==> config.mk <==
export PLATFORM = sky130hd
export DESIGN_NAME = ssidft_frame_ctrl_flat
export DESIGN_NICKNAME = d
export VERILOG_FILES = /design/src/rtl/ssidft_frame_ctrl_if.sv /design/src/rtl/ssidft_frame_ctrl.sv /design/src/flat_wrapper.sv
export SDC_FILE = /design/constraint.sdc
export NUM_CORES = 1
export LEC_CHECK = 0
export CORE_ASPECT_RATIO = 1.1
export CORE_MARGIN = 1.5
export CORE_UTILIZATION = 46
export CTS_CLUSTER_DIAMETER = 150
export DETAILED_ROUTE_END_ITERATION = 6
export GPL_TIMING_DRIVEN = 0
export PLACE_DENSITY = 0.86
export SLEW_MARGIN = 20
export SYNTH_ARGS = -nofsm -noshare
export SYNTH_HDL_FRONTEND = slang
export SYNTH_SLANG_ARGS = --single-unit
==> constraint.sdc <==
create_clock -name clk_i -period 3.8 [get_ports clk_i]
set_clock_uncertainty 0.05 [all_clocks]
set_input_delay 0.76 -clock clk_i [delete_from_list [all_inputs] [get_ports clk_i]]
set_output_delay 0.76 -clock clk_i [all_outputs]
set_load 0.005 [all_outputs]
**Run 1: signal wires by layer**

Drawn at 4 px/um. Only two layers are drawn.
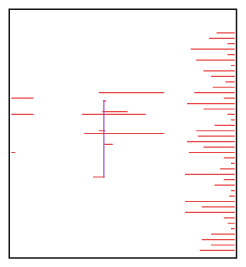
Key: met3 = red [wire length 309 um]; met4 = purple [wire length 19.0 um]
DR vias: 1332
Total Routing Usage GR: 19.13%
WL/cell: 12.55 um
post-detailed-routing wire length: 3.187 mm

**Run 1: clock routing**

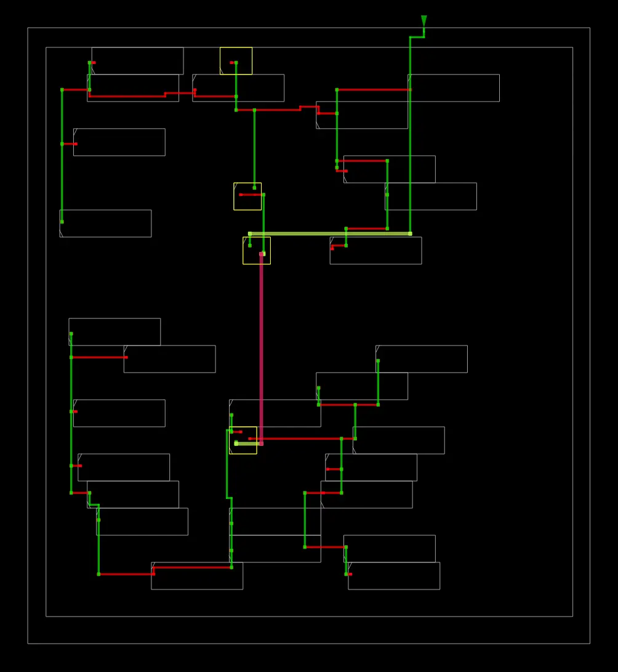
TritonCTS Sinks: 27
clk latency late pin: 0.33 ns

**Run 1: routed clock nets over the placement**

Drawn at 8 px/um.
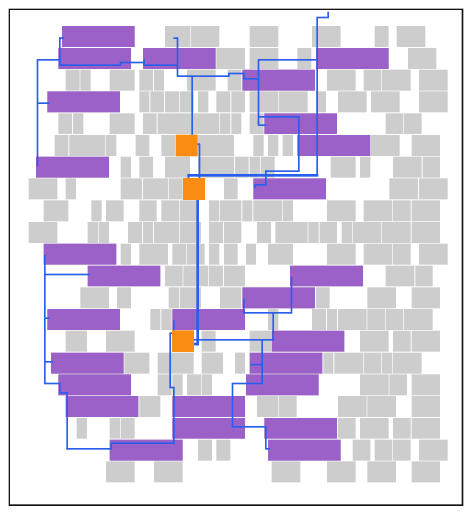
Key: flip-flops = purple [count 27]; cells driving clock nets = orange [count 3]; clock wires = blue [length 281 um]
There are 4 routed clock nets.
Clk network pwr share: 15.6%
clock group power: 0.131 mW

==> out/qor.txt, run 1 <==
Clock Pin Slew Worst Setup and Hold Paths -> 0.15 ns
max reg flops -> 12
DRC -> 0
Finished Layout Cells -> 254
crit path DRT -> 2.99 ns
Storage cell area -> 675.6 um^2
CP Capture Type -> output pin
# rows -> 21
Synth Cell Area -> 1446 um^2
yosys cell count -> 159
chip width -> 56.47 um
Iter 0 DRT Violations -> 47
placed cell count -> 250
drt first pass iters -> 4
Nets -> 247
total die area -> 3490 um^2
Synth area leader -> dfrtp_1
outcome -> completed
Tool Warnings -> 28
total congestion overflow -> 0
Ys Warns -> 0
Die Span Y -> 61.81 um
Crit Path Max Fanout -> 10
Avg Cell Area, Syn -> 9.097 um^2
Core ar. -> 3022 um^2
Gate Count Post-Synth -> 159
[run 1: where the power goes]
group,internal (mW),leakage [nW],switching [mW]
Combinational,0.190,0.477,0.121
Sequential,0.327,0.338,0.0690
Clock,0.0429,0.0183,0.0877
[run 1: final cells by class]
type	count	share of cell area (%)
Inverter	9	1.620
Multi-Input combinational cell	115	33.59
Tap cell	34	2.040
Clock buffer	3	1.080
Clock inverter	1	0.4199
Buffer	8	1.740
Timing Repair Buffer	57	27.11
Sequential cell	27	32.39
[run 1: per-stage QoR]
| step | utilization [%] | hold slack, ns |
|---|---|---|
| 2_1_floorplan | - | 0.2978 |
| 3_3_place_gp | 68.16 | 0.3081 |
| 3_5_place_dp | 67.99 | 0.3245 |
| 4_1_cts | 69.03 | 0.3593 |
| 5_1_grt | 69.03 | 0.3707 |
| 6_report | 69.03 | 0.3508 |
[run 1: cell families after synthesis]
group / count (synthesis) / synth area share [%]
DFF: 27 / 46.71
and+or+nand+nor: 71 / 26.13
adders and majority gates: 4 / 3.460
xor gates and xnor gates: 4 / 2.422
muxes: 4 / 2.855
AOI/OAI and AO/OA: 32 / 13.58
buffers and inverters: 17 / 4.844
[run 1: cells in the final DEF, fill, tap and decap left out, drive strengths merged]
master         instances
a21boi                 2
a21o                   2
a21oi                  4
a22o                   3
a22oi                  1
and2                  17
buf                    4
clkbuf                 8
clkdlybuf4s50         56
dfrtp                 27
ha                     4
inv                   10
mux2                   1
mux2i                  3
nand2                 17
nand3                  7
nand4                  3
nand4b                 1
nor2                  10
nor2b                  2
nor3                   8
nor4                   3
o2111ai                1
o21a                   3
o21ai                 15
o22ai                  1
or2                    1
or3                    1
or4                    1
xnor2                  4
[run 1: layer usage]
layer / global-route usage [%] / part of all wire (%) / vias to the layer above
met2: 33.22 / 47 / 59
met3: 4.555 / 9.7 / 2
met4: 8.844 / 0.60 / 0
li1: - / - / 668
met1: 22.99 / 43 / 603
met5: 0 / 0 / -
==> run 2: changes to the inputs <==
- CORE_UTILIZATION: 46 -> 43
- PLACE_DENSITY: 0.86 -> 0.82
- clock period: 3.8 -> 2.9 ns (I/O delays scaled with it)
==> run 2 against run 1 <==
  * The run now ends with DRC left
  * Non-clock buffer count unchanged
  * First-iteration DRC count increased by 96%
  * Hold slack got worse by 0.15 ns
  * Critical path type unchanged
  * Critical endpoint is now bus_freq_re_o[13]
==> out/qor.txt, run 2 <==
CP Capture Type -> output pin (unchanged)
Top cells excl fill/tap -> clkdlybuf4s50_1 (56), dfrtp_1 (27), nand2_1 (17), and2_1 (16), o21ai_0 (15) (unchanged)
Tool Warnings -> 28 (unchanged)
Sw Ratio -> 33.70% (was 33.15%)
Synth area leader -> dfrtp_1 (unchanged)
chip width -> 58.30 um (was 56.47 um)
total congestion overflow -> 0 (unchanged)
most common logic cell in the routed design -> clkdlybuf4s50_1 (unchanged)
# rows -> 21 (unchanged)
M2 GR Usage -> 37.50% (was 33.22%)
DRC -> 10 (was 0)
Crit Path Max Fanout -> 10 (unchanged)
yosys cell count -> 159 (unchanged)
GR peak layer -> met2 (unchanged)
share of power burned in registers -> 47.2% (was 47.3%)
mux share -> 2.855% (unchanged)
Core ar. -> 3127 um^2 (was 3022 um^2)
Clock Pin Slew Worst Setup and Hold Paths -> 0.14 ns (was 0.15 ns)
total die area -> 3721 um^2 (was 3490 um^2)
P_sw -> 0.3711 mW (was 0.2780 mW)
outcome -> complete, but fails checks (was completed)
failing checks -> DRC
crit path DRT -> 2.27 ns (was 2.99 ns)
post-detailed-routing wire length -> 3.637 mm (was 3.187 mm)
WL/cell -> 14.32 um (was 12.55 um)
Int Pwr -> 0.7301 mW (was 0.5605 mW)
run 2: cell count changes in the layout (fill, tap and decap cells not counted):
| cell | change |
|---|---|
| clkinv_2 | +1 |
| inv_6 | -1 |
run 2: layout make-up:
class                   count  area (um^2)  area share, %
multi-input cells         115        700.7          33.65
flip-flops and latches     27        675.6          32.45
clock inverters             1        5.005         0.2404
plain buffers               8        36.28          1.743
repair buffers             57        565.5          27.16
well taps                  34        42.54          2.043
clock buffers               3        22.52          1.082
inverters                   9        33.78          1.623
run 2: power by group through the flow:
| stage | clock (mW) | combinational [mW] | sequential, mW |
|---|---|---|---|
| 6_report | 0.158 | 0.423 | 0.520 |
| 5_1_grt | 0.185 | 0.468 | 0.529 |
| 4_1_cts | 0.162 | 0.424 | 0.518 |
| 3_5_place_dp | 0 | 0.422 | 0.526 |
| 3_3_place_gp | 0 | 0.406 | 0.521 |
| 2_1_floorplan | 0 | 0.185 | 0.515 |
run 2: cell families (layout without fill, tap and decap cells):
family,after synthesis,in the layout
and+or+nand+nor,71,71
AOI/OAI and AO/OA,32,32
DFF,27,27
buffers and inverters,17,78
adders and majority gates,4,4
xor gates and xnor gates,4,4
muxes,4,4
run 2: per-stage QoR:
step           total power [mW]  cells  hold WS [ns]  utilization [%]
3_3_place_gp             0.9270    250        0.3137            65.87
3_5_place_dp             0.9477    250        0.3205            65.71
2_1_floorplan            0.7005    159        0.2344                -
6_report                  1.101    254        0.1982            66.59
5_1_grt                   1.182    254        0.2081            66.59
4_1_cts                   1.104    254        0.2010            66.59
run 2: worst max-delay path, stage by stage (launching register included):
cell             delay, ns
dfrtp_1               0.37
nor2b_1               0.28
clkbuf_1              0.28
and2_1                0.18
clkdlybuf4s50_1       0.49
run 2: routing by layer:
metal	wire [um]	up-vias
met5	0	-
met4	68	0
met3	384	8
met2	1740	77
met1	1444	656
li1	-	664
**Run 2: clock routing**

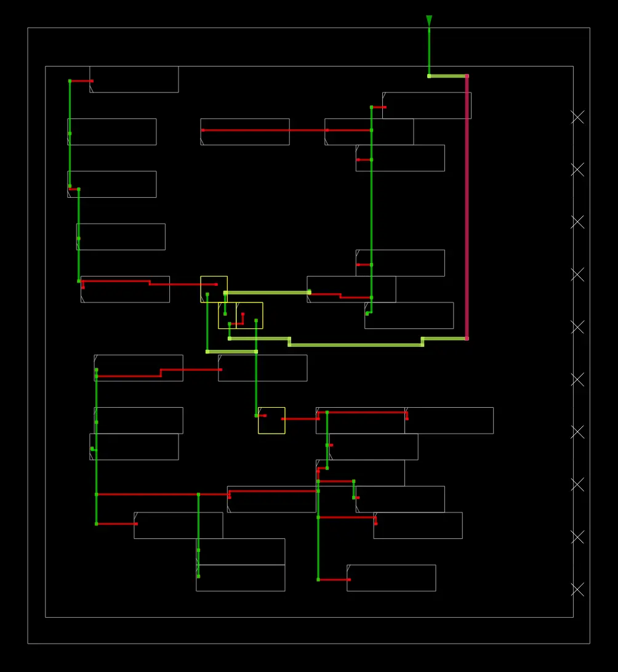
clock group power: 0.158 mW
flop count: 27
clk latency late pin: 0.32 ns

**Run 2: routed clock nets over the placement**

Drawn at 8 px/um.
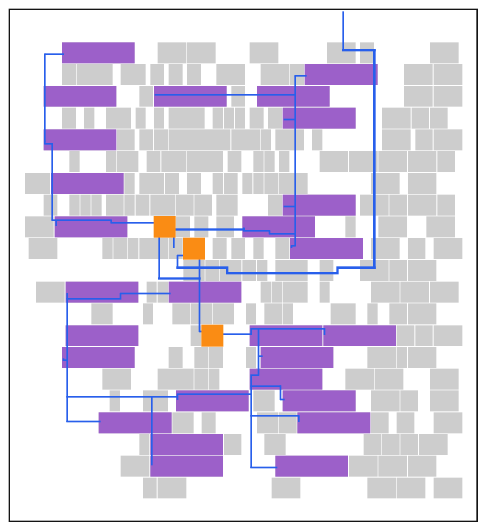
Key: cells driving clock nets = orange [count 3]; clock wires = blue [length 304 um]; flip-flops = purple [count 27]
There are 4 routed clock nets.
Clk network pwr share: 14.4%

Power figures rest on the tool's default switching activity, not on a simulated workload.
